## src/rtl/motor_pkg.sv

```systemverilog
// Shared types and default widths for the step/direction motor driver blocks.
package motor_pkg;

    localparam int unsigned PERIOD_W_DEF = 16;
    localparam int unsigned COUNT_W_DEF  = 12;

    typedef enum logic [1:0] {
        IDLE = 2'd0,
        HIGH = 2'd1,
        LOW  = 2'd2,
        DONE = 2'd3
    } stepState_t;

endpackage

```

## src/rtl/step_pulse_generator_phase_timer.sv

```systemverilog
// Down-counter shared by the HIGH and LOW phases; expire flags the last cycle of a phase.
module phase_timer
    import motor_pkg::*;
#(
    parameter int unsigned WIDTH = PERIOD_W_DEF
) (
    input  logic             clk,
    input  logic             rst,
    input  logic             load,
    input  logic [WIDTH-1:0] value,
    output logic             expire
);

    logic [WIDTH-1:0] count;

    // Saturates at zero so an unloaded timer can never wrap.
    always_ff @(posedge clk or posedge rst) begin
        if (rst) begin
            count <= '0;
        end else if (load) begin
            count <= value;
        end else if (count != '0) begin
            count <= count - WIDTH'(1);
        end
    end

    assign expire = (count == WIDTH'(1));

endmodule

```

## src/rtl/step_pulse_generator.sv

```systemverilog
// Burst step-pulse generator: emits step_count pulses of configurable period and
// high time with a latched direction, abortable at any point.
module step_pulse_generator
    import motor_pkg::*;
#(
    parameter int unsigned PERIOD_W = PERIOD_W_DEF,
    parameter int unsigned COUNT_W  = COUNT_W_DEF
) (
    input  logic                clk,
    input  logic                rst,
    input  logic                start,
    input  logic [PERIOD_W-1:0] period,
    input  logic [PERIOD_W-1:0] high_time,
    input  logic [COUNT_W-1:0]  step_count,
    input  logic                dir_in,
    input  logic                abort,
    output logic                step_out,
    output logic                dir_out,
    output logic                busy,
    output logic                done,
    output logic [COUNT_W-1:0]  steps_left
);

    stepState_t          state;
    logic [PERIOD_W-1:0] highLen;
    logic [PERIOD_W-1:0] lowLen;
    logic [PERIOD_W-1:0] effPeriod_c;
    logic [PERIOD_W-1:0] effHigh_c;
    logic [PERIOD_W-1:0] timerValue_c;
    logic                timerLoad_c;
    logic                timerExpire;
    logic                accept_c;

    assign accept_c = (state == IDLE) && start && !abort;

    // Period floor of 2 guarantees both phases get at least one cycle.
    always_comb begin
        effPeriod_c = (period < PERIOD_W'(2)) ? PERIOD_W'(2) : period;
        if (high_time == '0) begin
            effHigh_c = PERIOD_W'(1);
        end else if (high_time >= effPeriod_c) begin
            effHigh_c = effPeriod_c - PERIOD_W'(1);
        end else begin
            effHigh_c = high_time;
        end
    end

    // Timer reload happens on the same edge as the phase transition it times.
    always_comb begin
        timerLoad_c  = 1'b0;
        timerValue_c = '0;
        if (state != IDLE && abort) begin
            timerLoad_c = 1'b1;
        end else begin
            unique case (state)
                IDLE: begin
                    if (accept_c && step_count != '0) begin
                        timerLoad_c  = 1'b1;
                        timerValue_c = effHigh_c;
                    end
                end
                HIGH: begin
                    if (timerExpire) begin
                        timerLoad_c  = 1'b1;
                        timerValue_c = lowLen;
                    end
                end
                LOW: begin
                    if (timerExpire) begin
                        timerLoad_c  = 1'b1;
                        timerValue_c = (steps_left != '0) ? highLen : '0;
                    end
                end
                DONE: begin
                    timerLoad_c = 1'b0;
                end
                default: begin
                    timerLoad_c = 1'b1;
                end
            endcase
        end
    end

    phase_timer #(
        .WIDTH (PERIOD_W)
    ) uPhaseTimer (
        .clk    (clk),
        .rst    (rst),
        .load   (timerLoad_c),
        .value  (timerValue_c),
        .expire (timerExpire)
    );

    always_ff @(posedge clk or posedge rst) begin
        if (rst) begin
            state      <= IDLE;
            step_out   <= 1'b0;
            dir_out    <= 1'b0;
            busy       <= 1'b0;
            done       <= 1'b0;
            steps_left <= '0;
            highLen    <= '0;
            lowLen     <= '0;
        end else begin
            done <= 1'b0;
            if (state != IDLE && abort) begin
                state      <= IDLE;
                step_out   <= 1'b0;
                busy       <= 1'b0;
                steps_left <= '0;
            end else begin
                unique case (state)
                    IDLE: begin
                        if (accept_c) begin
                            dir_out <= dir_in;
                            highLen <= effHigh_c;
                            lowLen  <= effPeriod_c - effHigh_c;
                            busy    <= 1'b1;
                            if (step_count == '0) begin
                                state      <= DONE;
                                done       <= 1'b1;
                                steps_left <= '0;
                            end else begin
                                state      <= HIGH;
                                step_out   <= 1'b1;
                                steps_left <= step_count - COUNT_W'(1);
                            end
                        end
                    end
                    HIGH: begin
                        if (timerExpire) begin
                            state    <= LOW;
                            step_out <= 1'b0;
                        end
                    end
                    LOW: begin
                        if (timerExpire) begin
                            if (steps_left == '0) begin
                                state <= DONE;
                                done  <= 1'b1;
                            end else begin
                                state      <= HIGH;
                                step_out   <= 1'b1;
                                steps_left <= steps_left - COUNT_W'(1);
                            end
                        end
                    end
                    DONE: begin
                        state <= IDLE;
                        busy  <= 1'b0;
                    end
                    default: begin
                        state    <= IDLE;
                        step_out <= 1'b0;
                        busy     <= 1'b0;
                    end
                endcase
            end
        end
    end

endmodule

```

## config.mk

```make
export PLATFORM = sky130hd
export DESIGN_NAME = step_pulse_generator
export DESIGN_NICKNAME = d
export VERILOG_FILES = /design/src/rtl/motor_pkg.sv /design/src/rtl/step_pulse_generator_phase_timer.sv /design/src/rtl/step_pulse_generator.sv
export SDC_FILE = /design/constraint.sdc
export NUM_CORES = 1
export LEC_CHECK = 0
export ABC_AREA = 1
export CAP_MARGIN = 20
export CORE_AREA = 2 2 126 98
export DETAILED_ROUTE_END_ITERATION = 8
export DIE_AREA = 0 0 128 100
export MAX_ROUTING_LAYER = met4
export PLACE_DENSITY_LB_ADDON = 0.05
export RECOVER_POWER = 100
export SLEW_MARGIN = 20
export SYNTH_ARGS = -nofsm -noshare
export SYNTH_HDL_FRONTEND = slang
export SYNTH_HIERARCHICAL = 1
export SYNTH_SLANG_ARGS = --single-unit
```

## constraint.sdc

```tcl
create_clock -name clk -period 6.75 [get_ports clk]
set_clock_uncertainty 0.2 [all_clocks]
set_input_delay 1.6875 -clock clk [delete_from_list [all_inputs] [get_ports clk]]
set_output_delay 1.6875 -clock clk [all_outputs]
set_load 0.01 [all_outputs]
```

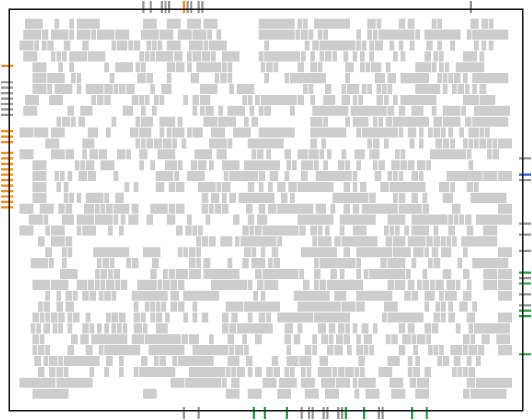
Run 1: pin map
Scale: 4 px per um. Pins as bars across the die edge, other pins in gray.
| port | color | pins | direction | edge |
|---|---|---|---|---|
| period | orange | 16 | input | 15 west, 1 north |
| busy | blue | 1 | output | east |
| steps_left | green | 12 | output | 7 south, 5 east |
all pins by edge: 22 west, 18 south, 14 east, 11 north
DIE WIDTH: 128 um
# port buffers: 64
Die Y: 100 um

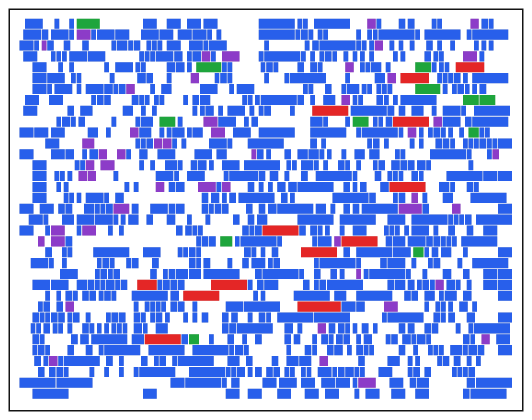
Run 1: cells by drive strength
Scale: 4 px per um.
| size | color | cells | share |
|---|---|---|---|
| drive 2 | purple | 50 | 5.2% |
| drive 3 to 4 | green | 12 | 1.2% |
| drive 1 or less | blue | 886 | 92% |
| drive 6 and up | red | 13 | 1.4% |
Final Worst Setup Slack: 472.1 ps
Buffers excl. clock: 68
synthesis-to-layout area growth: 14.51%
Final Instance Area: 0.007119 sq mm

==> impl_metrics.ini, run 1 <==
; synthesis and place-and-route metrics
[route]
met3WireLength_um = 1117
drc = 0

[critical_path]
cp.required_ps = 6820
crit_type = input port to flop
worst-path-stages = 13
cp_top_family = buffers and inverters
reg2reg_slack_ps = 1650
crit_chain = dlygate4sd3_1, inv_1, nand3_1, clkbuf_1, nor2_1, inv_1, o311ai_2, clkbuf_2, inv_1, nand2_1, inv_1, nand3_1, nand2_1

[cells_and_area]
clock_buffers = 12
final_util_pct = 60.66
regArea_sq_mm = 0.001652

[cts]
cts_buffers = 9
cts_root_buf = clkbuf_16
cts_tree = yes

[logic_synthesis]
adder_share_pct = 8.774
ys_chip_area_sq_mm = 0.006217
yosys-top-cells-count = nand2_1, inv_1, o21ai_0
synth.avg_cell_area_sq_um = 6.780
ys_seq_share_pct = 26.56
synth.most_common_cell = nand2_1
syn-instance-count = 917
yosys_warnings = 6
logic_family = simple AND/OR/NAND/NOR gates

[worst_hold_path]
min_to = step_out$_DFFE_PP0P_
whs_path_depth = 2

[status]
violations = max-capacitance violations, max-slew violations
status = finished with violations

[power_and_ir_drop]
power.total_w = 0.002525
p_leak_nw = 3.492

[job]
tool_warnings = 32
cap_viol_max_count = 2

[final_timing]
setup_tns_ps = 0
final_max_slew_viol_count = 101

[grt]
grt_pass1_wl_um = 30200
grt_util_met3_pct = 3.838
antenna_found_initial = 0
grtUsageMet2_pct = 47.72

[placement]
dp_cells = 1093
post_dp_cell_area_sq_mm = 0.006887
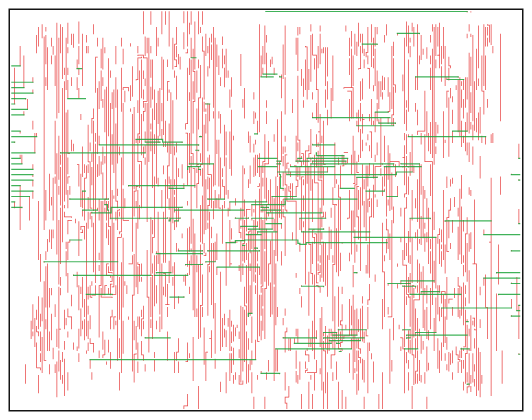
Run 1: signal wires by layer
Scale: 4 px per um. Only two layers are drawn.
| layer | color | wire length |
|---|---|---|
| met2 | red | 8380 um |
| met3 | green | 1120 um |
Vias: 6369
gr usage total: 30.65%

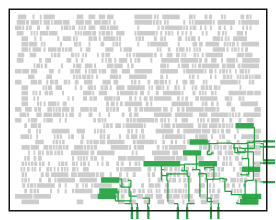
Run 1: I/O nets highlighted
Scale: 2 px per um.
| port | color | bits | direction | end cells | buffers | wire |
|---|---|---|---|---|---|---|
| steps_left | green | 12 | output | 12 | 12 | 444 um |
Ports: 65

==> run 2, diff against run 1 <==
--- a/config.mk
+++ b/config.mk
@@ -6,8 +6,9 @@
 export NUM_CORES = 1
 export LEC_CHECK = 0
 export ABC_AREA = 1
-export CAP_MARGIN = 20
+export CAP_MARGIN = 0
 export CORE_AREA = 2 2 126 98
+export CTS_CLUSTER_DIAMETER = 150
 export DETAILED_ROUTE_END_ITERATION = 8
 export DIE_AREA = 0 0 128 100
 export MAX_ROUTING_LAYER = met4
==> impl_metrics.ini, run 2 <==
; synthesis and place-and-route metrics
[logic_synthesis]
ys_seq_share_pct = 26.56
synth.avg_cell_area_sq_um = 6.780
synth.most_common_cell = nand2_1

[worst_hold_path]
whs_path_depth = 2
min_to = step_out$_DFFE_PP0P_

[critical_path]
crit_type = input port to flop
reg2reg_slack_ps = 1650
cp.required_ps = 6820
cp_top_family = buffers and inverters

[cells_and_area]
stdcell_area_sq_mm = 0.007119
final_util_pct = 60.66
regArea_sq_mm = 0.001652

[job]
cap_viol_max_count = 2

[cts]
cts_buffers = 9
cts_root_buf = clkbuf_16

[placement]
post_dp_cell_area_sq_mm = 0.006887
dp_cells = 1093
port_buffers = 64

[status]
status = finished with violations
violations = max-capacitance violations, max-slew violations

[final_timing]
final_max_slew_viol_count = 101

[grt]
grt_pass1_wl_um = 30200

[power_and_ir_drop]
p_leak_nw = 3.492

[die]
pin_count = 65
die_h_um = 100

[route]
drc = 0
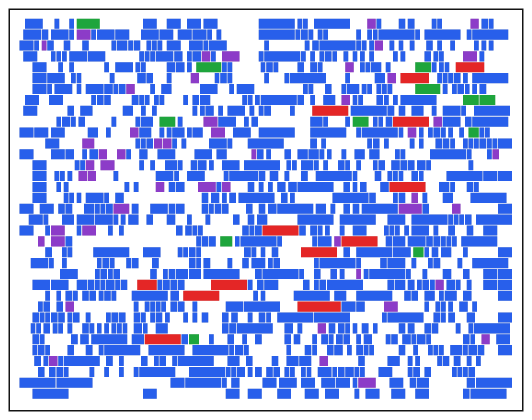
Run 2: cells by drive strength
Scale: 4 px per um.
| size | color | cells | share |
|---|---|---|---|
| drive 6 and up | red | 13 | 1.4% |
| drive 3 to 4 | green | 12 | 1.2% |
| drive 1 or less | blue | 886 | 92% |
| drive 2 | purple | 50 | 5.2% |

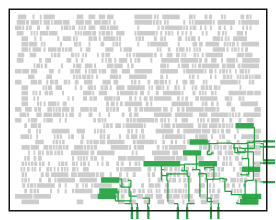
Run 2: I/O nets highlighted
Scale: 2 px per um.
| port | color | bits | direction | end cells | buffers | wire |
|---|---|---|---|---|---|---|
| steps_left | green | 12 | output | 12 | 12 | 444 um |

==> run 3, diff against run 2 <==
--- a/config.mk
+++ b/config.mk
@@ -7,10 +7,13 @@
 export LEC_CHECK = 0
 export ABC_AREA = 1
 export CAP_MARGIN = 0
-export CORE_AREA = 2 2 126 98
+export CELL_PAD_IN_SITES_DETAIL_PLACEMENT = 1
+export CELL_PAD_IN_SITES_GLOBAL_PLACEMENT = 2
+export CORE_AREA = 2 2 155 119
+export CTS_BUF_LIST = sky130_fd_sc_hd__clkbuf_8
 export CTS_CLUSTER_DIAMETER = 150
 export DETAILED_ROUTE_END_ITERATION = 8
-export DIE_AREA = 0 0 128 100
+export DIE_AREA = 0 0 157 121
 export MAX_ROUTING_LAYER = met4
 export PLACE_DENSITY_LB_ADDON = 0.05
 export RECOVER_POWER = 100
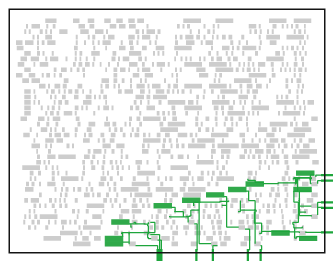
Run 3: I/O nets highlighted
Scale: 2 px per um.

==> impl_metrics.ini, run 3 <==
; synthesis and place-and-route metrics
[grt]
antenna_found_initial = 0
grtUsageTotal_pct = 24.13
grt_util_met3_pct = 2.429
grt_pass1_wl_um = 34730
grtUsageMet2_pct = 37.88
grt_pass1_vias = 6411

[placement]
post_dp_cell_area_sq_mm = 0.007047
hpwl_um = 17630
port_buffers = 64

[worst_hold_path]
min_to = dir_out$_DFFE_PP0P_
whs_path_depth = 2

[logic_synthesis]
yosys-top-cells-count = nand2_1, inv_1, o21ai_0
ys_chip_area_sq_mm = 0.006217
syn-instance-count = 917
yosys_warnings = 6
logic_family = simple AND/OR/NAND/NOR gates
synth.most_common_cell = nand2_1

[critical_path]
cp.required_ps = 6770
reg2reg_slack_ps = 2400
worst-path-stages = 32
cp_top_family = simple AND/OR/NAND/NOR gates
crit_type = input port to flop

[cts]
cts_root_buf = clkbuf_8
cts_tree = yes
cts_buffers = 9

[final_timing]
fin_ws_ps = 521.2
final_max_slew_viol_count = 100
setup_tns_ps = 0

[cells_and_area]
regArea_sq_mm = 0.001652
syn_to_final_growth_pct = 15.11
sh_comb_area_pct = 53.34
clock_buffers = 10
final_common_cell = nand2_1
n_all_buffers = 73

[die]
die_w_um = 157
pin_count = 65

[job]
cap_viol_max_count = 2
tool_warnings = 32

[status]
status = finished with violations
violations = max-capacitance violations, max-slew violations

[route]
vias = 6253
drc = 0
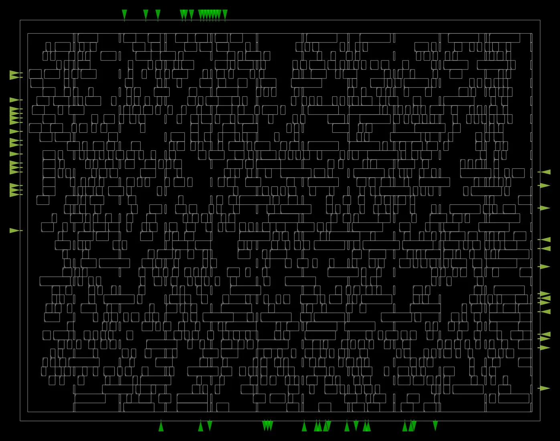
Run 3: cell placement
row count: 42
core area: 0.01739 sq mm

